File: config.mk
export PLATFORM = sky130hd
export DESIGN_NAME = conv_ancho_a_angosto_flat
export DESIGN_NICKNAME = d
export VERILOG_FILES = /design/src/rtl/conv_ancho_a_angosto_if.sv /design/src/rtl/conv_ancho_a_angosto.sv /design/src/flat_wrapper.sv
export SDC_FILE = /design/constraint.sdc
export NUM_CORES = 1
export LEC_CHECK = 0
export ABC_AREA = 0
export CAP_MARGIN = 20
export CORE_AREA = 2 2 109 216
export DETAILED_ROUTE_END_ITERATION = 16
export DIE_AREA = 0 0 111 218
export GPL_ROUTABILITY_DRIVEN = 0
export SLEW_MARGIN = 20
export SYNTH_ARGS = -nofsm -noshare
export SYNTH_HDL_FRONTEND = slang
export SYNTH_SLANG_ARGS = --single-unit
File: constraint.sdc
create_clock -name clk -period 2.5 [get_ports clk]
set_input_delay 0.5 -clock clk [delete_from_list [all_inputs] [get_ports clk]]
set_output_delay 0.5 -clock clk [all_outputs]
set_load 0.01 [all_outputs]
File: src/rtl/conv_ancho_a_angosto_if.sv
// Handshake bundle for the wide-to-narrow converter: wide word in, narrow slice out.
interface conv_ancho_a_angosto_if #(
   parameter int IN_W  = 32,
   parameter int OUT_W = 8,
   parameter int DEPTH = 4
);
   localparam int RATIO = IN_W / OUT_W;
   localparam int IDX_W = $clog2(RATIO);
   localparam int CNT_W = $clog2(DEPTH + 1);

   logic [IN_W-1:0]  data_in;
   logic             valid_in;
   logic             ready_in;
   logic [OUT_W-1:0] data_out;
   logic             valid_out;
   logic             ready_out;
   logic             last_out;
   logic [IDX_W-1:0] slice_idx;
   logic [CNT_W-1:0] fifo_count;

   // Environment side: supplies wide words and accepts narrow slices.
   modport master (
      output data_in, valid_in, ready_out,
      input  ready_in, data_out, valid_out, last_out, slice_idx, fifo_count
   );

   // Converter side.
   modport slave (
      input  data_in, valid_in, ready_out,
      output ready_in, data_out, valid_out, last_out, slice_idx, fifo_count
   );
endinterface

File: src/rtl/conv_ancho_a_angosto.sv
// Wide-to-narrow converter: buffers IN_W-bit words in a DEPTH-entry FIFO and
// replays each one as RATIO = IN_W/OUT_W consecutive OUT_W-bit slices.
//
// state | meaning
// IDLE  | no word in the serializer, data_out held at 0
// SHIFT | a word is in the shift register, one slice shown until accepted
module conv_ancho_a_angosto #(
   parameter int IN_W      = 32,
   parameter int OUT_W     = 8,
   parameter int DEPTH     = 4,
   parameter bit MSB_FIRST = 1'b1
) (
   input logic                   clk,
   input logic                   reset,
   conv_ancho_a_angosto_if.slave bus
);
   localparam int RATIO = IN_W / OUT_W;
   localparam int IDX_W = $clog2(RATIO);
   localparam int PTR_W = $clog2(DEPTH);
   localparam int CNT_W = $clog2(DEPTH + 1);
   localparam logic [IDX_W-1:0] LAST_IDX = IDX_W'(RATIO - 1);

   typedef enum logic {IDLE = 1'b0, SHIFT = 1'b1} state_t;
   state_t state_q, state_d;

   logic [IN_W-1:0]  mem [DEPTH];
   logic [PTR_W-1:0] wr_ptr_q, rd_ptr_q;
   logic [CNT_W-1:0] count_q;
   logic [IN_W-1:0]  sh_q, sh_next, head_word;
   logic [OUT_W-1:0] dout_q, head_slice, next_slice;
   logic [IDX_W-1:0] idx_q;
   logic             ready_in_w, push, fifo_nonempty, at_last, word_done, load, advance;
   logic             valid_w, last_w;

   // ready_in is gated by reset so it drops the moment reset is asserted.
   assign ready_in_w    = reset && (count_q < CNT_W'(DEPTH));
   assign push          = bus.valid_in && ready_in_w;
   assign fifo_nonempty = (count_q != '0);
   assign at_last       = (state_q == SHIFT) && (idx_q == LAST_IDX);
   assign word_done     = at_last && bus.ready_out;
   assign load          = fifo_nonempty && ((state_q == IDLE) || word_done);
   assign advance       = (state_q == SHIFT) && bus.ready_out && !at_last;

   // FIFO storage; contents need no reset since pointers and count gate every read.
   always_ff @(posedge clk) begin
      if (push) mem[wr_ptr_q] <= bus.data_in;
   end

   // FIFO pointers and occupancy; pointers wrap naturally because DEPTH is a power of 2.
   always_ff @(posedge clk or negedge reset) begin
      if (!reset) begin
         wr_ptr_q <= '0;
         rd_ptr_q <= '0;
         count_q  <= '0;
      end else begin
         if (push) wr_ptr_q <= wr_ptr_q + PTR_W'(1);
         if (load) rd_ptr_q <= rd_ptr_q + PTR_W'(1);
         case ({push, load})
            2'b10:   count_q <= count_q + CNT_W'(1);
            2'b01:   count_q <= count_q - CNT_W'(1);
            default: count_q <= count_q;
         endcase
      end
   end

   // Serializer state register.
   always_ff @(posedge clk or negedge reset) begin
      if (!reset) state_q <= IDLE;
      else        state_q <= state_d;
   end

   // Next state: a load always lands in SHIFT, so back-to-back words never pass through IDLE.
   always_comb begin
      state_d = state_q;
      case (state_q)
         IDLE:    if (load) state_d = SHIFT;
         SHIFT:   if (word_done && !load) state_d = IDLE;
         default: state_d = IDLE;
      endcase
   end

   // Handshake outputs decoded from the registered state and slice index.
   always_comb begin
      valid_w = (state_q == SHIFT);
      last_w  = at_last;
   end

   // Slice extraction: the shift register always presents the next slice at one fixed end.
   always_comb begin
      head_word = mem[rd_ptr_q];
      if (MSB_FIRST) begin
         sh_next    = sh_q << OUT_W;
         head_slice = head_word[IN_W-1 -: OUT_W];
         next_slice = sh_next[IN_W-1 -: OUT_W];
      end else begin
         sh_next    = sh_q >> OUT_W;
         head_slice = head_word[OUT_W-1:0];
         next_slice = sh_next[OUT_W-1:0];
      end
   end

   // Datapath: data_out is registered and forced to 0 whenever the serializer goes idle.
   always_ff @(posedge clk or negedge reset) begin
      if (!reset) begin
         sh_q   <= '0;
         idx_q  <= '0;
         dout_q <= '0;
      end else if (load) begin
         sh_q   <= head_word;
         idx_q  <= '0;
         dout_q <= head_slice;
      end else if (advance) begin
         sh_q   <= sh_next;
         idx_q  <= idx_q + IDX_W'(1);
         dout_q <= next_slice;
      end else if (word_done) begin
         idx_q  <= '0;
         dout_q <= '0;
      end
   end

   assign bus.ready_in   = ready_in_w;
   assign bus.data_out   = dout_q;
   assign bus.valid_out  = valid_w;
   assign bus.last_out   = last_w;
   assign bus.slice_idx  = idx_q;
   assign bus.fifo_count = count_q;
endmodule

File: src/flat_wrapper.sv
// flat-port wrapper written by rule: the top's interface ports become plain ports
module conv_ancho_a_angosto_flat 
#(
   parameter int IN_W      = 32,
   parameter int OUT_W     = 8,
   parameter int DEPTH     = 4,
   parameter bit MSB_FIRST = 1'b1
)
  (clk, reset, bus_data_in, bus_valid_in, bus_ready_out, bus_ready_in, bus_data_out, bus_valid_out, bus_last_out, bus_slice_idx, bus_fifo_count);
  conv_ancho_a_angosto_if #(.IN_W(IN_W), .OUT_W(OUT_W), .DEPTH(DEPTH)) bus_i ();
  input logic clk;
  input logic reset;
  input wire logic [$bits(bus_i.data_in)-1:0] bus_data_in;
  input wire logic [$bits(bus_i.valid_in)-1:0] bus_valid_in;
  input wire logic [$bits(bus_i.ready_out)-1:0] bus_ready_out;
  output wire logic [$bits(bus_i.ready_in)-1:0] bus_ready_in;
  output wire logic [$bits(bus_i.data_out)-1:0] bus_data_out;
  output wire logic [$bits(bus_i.valid_out)-1:0] bus_valid_out;
  output wire logic [$bits(bus_i.last_out)-1:0] bus_last_out;
  output wire logic [$bits(bus_i.slice_idx)-1:0] bus_slice_idx;
  output wire logic [$bits(bus_i.fifo_count)-1:0] bus_fifo_count;
  assign bus_i.data_in = bus_data_in;
  assign bus_i.valid_in = bus_valid_in;
  assign bus_i.ready_out = bus_ready_out;
  assign bus_ready_in = bus_i.ready_in;
  assign bus_data_out = bus_i.data_out;
  assign bus_valid_out = bus_i.valid_out;
  assign bus_last_out = bus_i.last_out;
  assign bus_slice_idx = bus_i.slice_idx;
  assign bus_fifo_count = bus_i.fifo_count;
  conv_ancho_a_angosto #(.IN_W(IN_W), .OUT_W(OUT_W), .DEPTH(DEPTH), .MSB_FIRST(MSB_FIRST)) u_core (.clk(clk), .reset(reset), .bus(bus_i));
endmodule
==> impl_metrics.json <==
{
  "ant_nets": 0,
  "ctsHtreeMaxLevel": 4,
  "layout_setup_ws_ns": 0.2512,
  "area_growth_pct": 22.47,
  "chip_area_um2": 24200,
  "seq_area_frac_synth": 0.7345,
  "n_tap_cell": 280,
  "via_per_inst": 4.723,
  "met1_usage": 0.1247,
  "p_clk_frac": 0.289,
  "synth.avg_cell_area_um2": 17.96,
  "fin_crit_sh": 0.8995,
  "skew_ns": 0.007277,
  "fa_ha_area_frac": 0.01427,
  "most-common-layout-cells": "128 x edfxtp_1, 50 x clkdlybuf4s50_1, 43 x nand2_1",
  "ys_types": 36,
  "use_met2": 0.2196,
  "required_ns": 2.00,
  "p_leak_nw": 2.845,
  "grt.total_usage": 0.1173,
  "cp.depth": 2,
  "wl_met2_um": 7725,
  "maxPowerGroup": "sequential cells",
  "top_cells_by_area": "edfxtp_1 58%, dfrtp_1 16%, mux4_2 7.4%",
  "synthFlopType": "edfxtp_1",
  "finalInstanceArea_um2": 8162,
  "largest_register_ffs": 128,
  "antennaDiodeCount": 0,
  "cts_root_buf": "clkbuf_16",
  "dpl_worst_slack_ns": 0.1250,
  "synth_area_um2": 6664,
  "slew_violations": 0,
  "fill_cells": 2058,
  "ir_drop_mv": 0.5585,
  "fp.coreArea_um2": 22540,
  "cp_max_fo": 6,
  "path_buffers": 1,
  "nClkBuffers": 19,
  "ys_warn_count": 0,
  "crit_end": "bus_ready_in",
  "num_rows": 78,
  "topCombFamilyByArea": "multiplexers",
  "drive_above_1_share": 0.1622,
  "status": "finished clean",
  "syn_inst": 371,
  "worstRegToRegCells": 10,
  "whs_ns": 0.1899,
  "cts_tree": "built",
  "port_buffers": 51,
  "setup_viol": 0,
  "finalNetCount": 480,
  "clk_latency_ns": 0.43,
  "routed.top_layer": "met4",
  "comb_area_frac": 0.1994,
  "crit_family": "buffers and inverters",
  "synth-simple-area-share": 0.06327,
  "drt_iter0_drc": 238,
  "worst_pin_slew_ns": 0.6968,
  "power_frac_seq": 0.449,
  "rr_endpoint": "u_core.bus.fifo_count[2]",
  "grt_pass1_vias": 3716,
  "power_mw": 8.550,
  "dpl.cell_count": 698,
  "power_frac_comb": 0.262,
  "signal_buffers": 67,
  "final_cells": 730,
  "p_comb_mw": 2.24,
  "antenna_found_initial": 0,
  "synth-compound-area-share": 0.03774,
  "max_stage_delay_ns": 0.59,
  "wl_per_cell_um": 18.54,
  "cp_slowest_cell": "clkdlybuf4s50_1",
  "synth-edff-count": 128,
  "clock_area_frac": 0.06868
}
**Wiring heat map**

(2 px per um) The die is cut into 11 by 22 equal tiles; dark purple is low, yellow is high, scaled to the fullest tile. Values are wire area over tile area, all layers added.
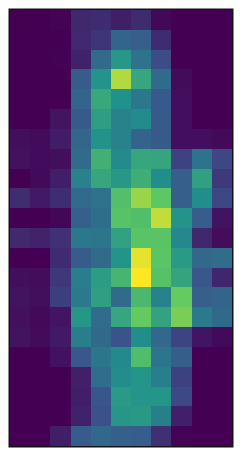
- mean over tiles: 0.086
- tiles over half the peak: 20%
- densest ninth of the die: center
- fullest tile: 0.34
- nearly empty tiles: 26%
drt total wl: 13,530 um
detailed-route via count: 3,448

**Signal wires on met3**

(2 px per um) Cells faint in the background.
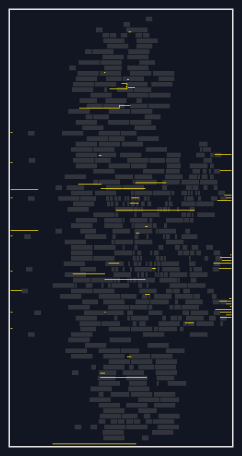
- share of all routed wire: 2.8%
- longest straight run: 41.6 um
- nets with wire on the layer: 39
- wire length on this layer: 381 um

